Run 1, signal wires by layer:
Scale bar: 50 um.
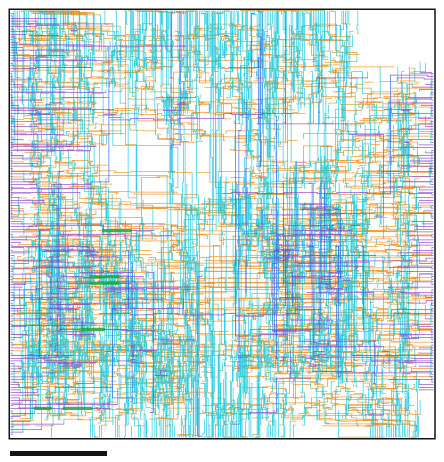
Run 1, clock wires, drivers and flops:
Scale bar: 50 um.
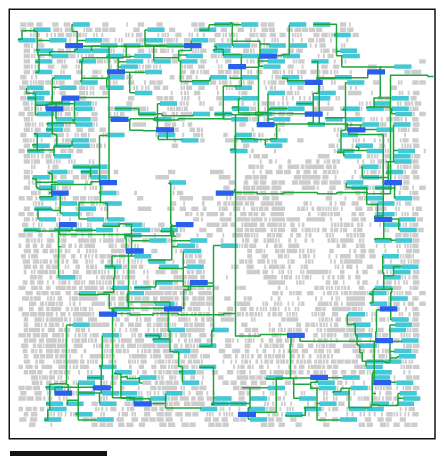
Run 1, clock nets:
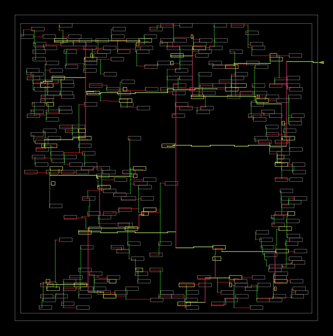
==> config.mk <==
export PLATFORM = sky130hd
export DESIGN_NAME = memaccess_flat
export DESIGN_NICKNAME = d
export VERILOG_FILES = /design/src/rtl/memaccess_if.sv /design/src/rtl/memaccess.sv /design/src/flat_wrapper.sv
export SDC_FILE = /design/constraint.sdc
export NUM_CORES = 1
export LEC_CHECK = 0
export ABC_AREA = 1
export CORE_AREA = 4 4 215 217
export DETAILED_ROUTE_END_ITERATION = 16
export DIE_AREA = 0 0 219 221
export PLACE_DENSITY = 0.6
export SLEW_MARGIN = 25
export SYNTH_ARGS = -nofsm -noshare
export SYNTH_HDL_FRONTEND = slang
export SYNTH_SLANG_ARGS = --single-unit
==> constraint.sdc <==
create_clock -name clk -period 1.9 [get_ports clk]
set_input_delay 0.19 -clock clk [delete_from_list [all_inputs] [get_ports clk]]
set_output_delay 0.19 -clock clk [all_outputs]
set_load 0.02 [all_outputs]
==> run summary, run 1 <==
peak per-stage delay on the critical path -> 540 ps
unrepaired setup endpoints after global routing -> yes
XORs/XNORs by Area -> 0
CTS tree -> yes
multi-input gates -> 1592
flip-flop and latch power -> 10.8 mW
power group with the highest consumption -> combinational cells
number of violations of the max-capacitance limit -> 0
amount of wire on met2 after detailed routing -> 34.38 mm
slack of the worst reg-to-reg path -> -260 ps
launching element type of the critical path -> flip-flop
Clock Root Buffer -> sky130_fd_sc_hd__clkbuf_16
Met1 Routed Length -> 26.64 mm
Ports -> 553
routed length per placed instance -> 20.55 um
final antenna diode count -> 6
total power -> 53.45 mW
tightest hold margin -> 185.1 ps
sequential fraction of the synthesis area -> 0.4580
via density per instance -> 4.992
final worst path period share -> 1.263
Cell Pwr Density -> 2080 nW/um^2
Sequential cell area -> 6741 um^2
global routing met1 resource utilization -> 0.3339
most instantiated library cell after synthesis -> sky130_fd_sc_hd__nand2_1
number of enable-type register cells in the synthesized netlist -> 0
library cell occupying the most area in the post-synthesis netlist -> sky130_fd_sc_hd__dfrtp_1
standard-cell row count -> 77
most common library cells after synthesis -> sky130_fd_sc_hd__nand2_1, sky130_fd_sc_hd__dfrtp_1, sky130_fd_sc_hd__nand3_1, sky130_fd_sc_hd__inv_1, sky130_fd_sc_hd__nor2_1
Setup Crit Path Kind -> flip-flop to output port
Cell Count Post-Placement -> 3266
Least-Margin Pin Slew -> 516.5 ps
highest metal layer used by the detailed router -> met5
sort of element at the end of the critical path -> output port
logic depth of the worst path, buffers included -> 9
Logic pwr share -> 0.678
comb. cell area -> 8462 um^2
maximum achievable frequency -> 0.4167 GHz
fraction of the core area covered by cells at the end of the flow -> 0.5824
die extent in x -> 219 um
number of levels in the clock H-tree -> 2
Final ANT Viol Nets -> 0
net switching power -> 24.77 mW
Buf/Inv on CP -> 5
worst IR drop on VDD -> 1446 uV
chip area from the yosys synthesis statistics -> 14700 um^2
netlist area before placement -> 14700 um^2
most common library cell in the layout ignoring fill and taps -> sky130_fd_sc_hd__nand2_1
Complex Gates by Area -> 0.09347
number of global-route vias before repair -> 17.18k
detailed-route DRC error count -> 0
data required time at the worst endpoint -> 1710 ps
Syn Inst Count -> 2115
internal power -> 28.68 mW
buffers from clock root to sink, at most -> 3
number of inserted filler cells in the final layout -> 4064
global placement routability congestion -> 0.9468
number of antenna violations at the first check in global routing -> 11
first-pass GRT wire length -> 103.7 mm
Die Height -> 221 um
area fraction in mux cells -> 0.01634
number of library cell types mapped by synthesis -> 29
fraction of registers with async set or reset after synthesis -> 1.000
reported leakage power -> 12.64 nW
worst slew margin relative to its limit -> 0.6557
fraction of met2 tracks used by global routing -> 0.4671
number of cells in the finished layout apart from fillers -> 3407
final-report max-slew violation count -> 0
Yosys reg bits -> 269
shortest period the worst path allows -> 2400 ps
Finish-stage setup viols -> 129
family of cells with the greatest summed delay on the critical path -> buffers and inverters
Total Nets Final -> 3060
ratio of cells with drive above 1 in the final layout -> 0.2414
# Post-CTS Setup Buffers -> 51
Clock Network Area Fraction -> 0.04309
Basic Gates by Area -> 0.3521
DP Worst Slack -> -354.9 ps
summed negative setup slack over all endpoints -> -35670 ps
Min-Delay Path Class -> input pin to asynchronous set/reset pin
most instantiated flip-flop cell in the synthesis netlist -> sky130_fd_sc_hd__dfrtp_1
Mapped Avg Cell Area -> 6.949 um^2
GRT Max-Usage Layer -> met2
final std cell area, no fill -> 25700 um^2
placeable core region -> 44120 um^2
least setup slack across all paths after layout -> -500.0 ps
worst-path cell with the longest stage delay -> sky130_fd_sc_hd__dfrtp_4
Area Growth Syn to Fin -> 74.84%
Yosys Warn Count -> 0
proportion of cell area occupied by registers -> 0.2623
combinational-cell power consumption -> 36.2 mW
Non-clk invs -> 110
Num Clock Sinks -> 269
count of endpoints failing hold in the final timing report -> 0
routed length on met3 -> 6.201 mm
DRC violation total after the first TritonRoute iteration -> 1410
most used cells in the layout excluding fill and tap cells -> sky130_fd_sc_hd__nand2_1, sky130_fd_sc_hd__clkdlybuf4s50_1, sky130_fd_sc_hd__dfrtp_1
pin count of the biggest net entering global routing -> 59
Max-area cell class -> combinational gates
violations in the final reports -> negative setup slack
Repair and plain buffers -> 780
Post-CTS Hold Fix Bufs -> 1
multi-input logic portion of the cell area -> 0.3293
Logic family by area -> simple AND/OR/NAND/NOR gates
share of power burned in registers -> 0.201
CP arrival -> 2210 ps
non-clock buffer share of cell area -> 0.3188
starting utilization of the core area -> 0.3331
yosys stat cell total -> 2115
top cells by area -> sky130_fd_sc_hd__dfrtp_1, sky130_fd_sc_hd__nand2_1, sky130_fd_sc_hd__nand3_1
detailed placement HPWL -> 50.74 mm
Port Buffers -> 547
Flop Count -> 269
outcome -> complete, but fails checks
About 'signal wires by layer':
[green] M5 | wire length: 73.6 um
[blue] M4 | wire length: 2700 um
[orange] M1 | wire length: 26.6 mm
[cyan] M2 | wire length: 34.4 mm
[purple] M3 | wire length: 6200 um
via count: 17.01k
final wirelength: 70.00 mm

About 'clock wires, drivers and flops':
[cyan] flip-flops | count: 269
[blue] clock-net drivers | count: 34
[green] clock wires | length: 4110 um
routed clock nets: 35
clock tree skew after final layout: 27.25 ps
clock network latency to the later pin of the worst-skew pair: 540 ps
power in the clock group: 6.45 mW

About 'clock nets':
number of clock buffers inserted by TritonCTS: 34
clock buf count: 46

==> run 2, diff against run 1 <==
--- a/config.mk
+++ b/config.mk
@@ -6,10 +6,11 @@
 export NUM_CORES = 1
 export LEC_CHECK = 0
 export ABC_AREA = 1
-export CORE_AREA = 4 4 215 217
+export CORE_MARGIN = 4
+export CORE_UTILIZATION = 30
 export DETAILED_ROUTE_END_ITERATION = 16
-export DIE_AREA = 0 0 219 221
-export PLACE_DENSITY = 0.6
+export PLACE_DENSITY = 0.55
+export SKIP_LAST_GASP = 1
 export SLEW_MARGIN = 25
 export SYNTH_ARGS = -nofsm -noshare
 export SYNTH_HDL_FRONTEND = slang
Run 2, clock wires, drivers and flops:
Scale bar: 50 um.
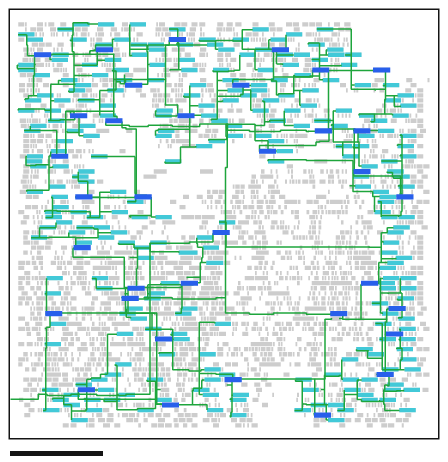
[cyan] flip-flops | count: 269
[green] clock wires | length: 4600 um
[blue] clock-net drivers | count: 35
flops lie: spread over the die
routed clock nets: 36
clock network latency to the later pin of the worst-skew pair: 550 ps
clock network fraction of total power: 0.130
clock tree skew after final layout: 23.18 ps
power in the clock group: 6.65 mW

==> run summary, run 2 <==
number of levels in the clock H-tree -> 2
amount of wire on met2 after detailed routing -> 34.33 mm
final wirelength -> 71.01 mm
outcome -> complete, but fails checks
first-pass GRT wire length -> 104.5 mm
tightest hold margin -> 169.0 ps
Die Height -> 229.3 um
# Post-CTS Setup Buffers -> 19
worst IR drop on VDD -> 1704 uV
Area Growth Syn to Fin -> 69.01%
Buf/Inv on CP -> 4
chip area from the yosys synthesis statistics -> 14700 um^2
most instantiated flip-flop cell in the synthesis netlist -> sky130_fd_sc_hd__dfrtp_1
die extent in x -> 229.3 um
standard-cell row count -> 80
Setup Crit Path Kind -> flip-flop to output port
most common library cells after synthesis -> sky130_fd_sc_hd__nand2_1, sky130_fd_sc_hd__dfrtp_1, sky130_fd_sc_hd__nand3_1, sky130_fd_sc_hd__inv_1, sky130_fd_sc_hd__nor2_1
unrepaired setup endpoints after global routing -> yes
most used cells in the layout excluding fill and tap cells -> sky130_fd_sc_hd__nand2_1, sky130_fd_sc_hd__clkdlybuf4s50_1, sky130_fd_sc_hd__dfrtp_1
final std cell area, no fill -> 24840 um^2
CTS tree -> yes
routed length on met3 -> 5.804 mm
Total Nets Final -> 3037
final worst path period share -> 1.272
Clock Network Area Fraction -> 0.04584
number of enable-type register cells in the synthesized netlist -> 0
highest metal layer used by the detailed router -> met5
Non-clk invs -> 113
Syn Inst Count -> 2115
sequential fraction of the synthesis area -> 0.4580
Sequential cell area -> 6740 um^2
Port Buffers -> 547
netlist area before placement -> 14700 um^2
Met1 Routed Length -> 28.20 mm
fraction of met2 tracks used by global routing -> 0.4350
Finish-stage setup viols -> 135
count of endpoints failing hold in the final timing report -> 0
number of inserted filler cells in the final layout -> 4685
buffers from clock root to sink, at most -> 3
Repair and plain buffers -> 753
total power -> 51.27 mW
multi-input logic portion of the cell area -> 0.3125
fraction of registers with async set or reset after synthesis -> 1.000
Mapped Avg Cell Area -> 6.949 um^2
peak per-stage delay on the critical path -> 510 ps
Min-Delay Path Class -> input pin to flip-flop
Final ANT Viol Nets -> 0
routed length per placed instance -> 20.82 um
CP arrival -> 2230 ps
combinational-cell power consumption -> 33.9 mW
XORs/XNORs by Area -> 0
least setup slack across all paths after layout -> -517.4 ps
Yosys reg bits -> 269
yosys stat cell total -> 2115
Basic Gates by Area -> 0.3521
number of global-route vias before repair -> 16.71k
Yosys Warn Count -> 0
violations in the final reports -> negative setup slack
library cell occupying the most area in the post-synthesis netlist -> sky130_fd_sc_hd__dfrtp_1
area fraction in mux cells -> 0.01634
Cell Pwr Density -> 2064 nW/um^2
power group with the highest consumption -> combinational cells
pin count of the biggest net entering global routing -> 83
worst-path cell with the longest stage delay -> sky130_fd_sc_hd__dfrtp_4
final-report max-slew violation count -> 0
via density per instance -> 4.905
proportion of cell area occupied by registers -> 0.2713
GRT Max-Usage Layer -> met2
fraction of the core area covered by cells at the end of the flow -> 0.5170
Max-area cell class -> non-clock buffers
starting utilization of the core area -> 0.3059
detailed placement HPWL -> 52.14 mm
comb. cell area -> 7764 um^2
Cell Count Post-Placement -> 3286
share of power burned in registers -> 0.209
launching element type of the critical path -> flip-flop
Complex Gates by Area -> 0.09347
sort of element at the end of the critical path -> output port
Clock Root Buffer -> sky130_fd_sc_hd__clkbuf_16
number of violations of the max-capacitance limit -> 0
Run 2, clock nets:
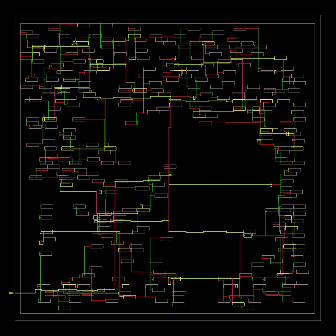
Num Clock Sinks: 269
clock buf count: 53
number of clock buffers inserted by TritonCTS: 35
Flop Count: 269

Power figures rest on the tool's default switching activity, not on a simulated workload.
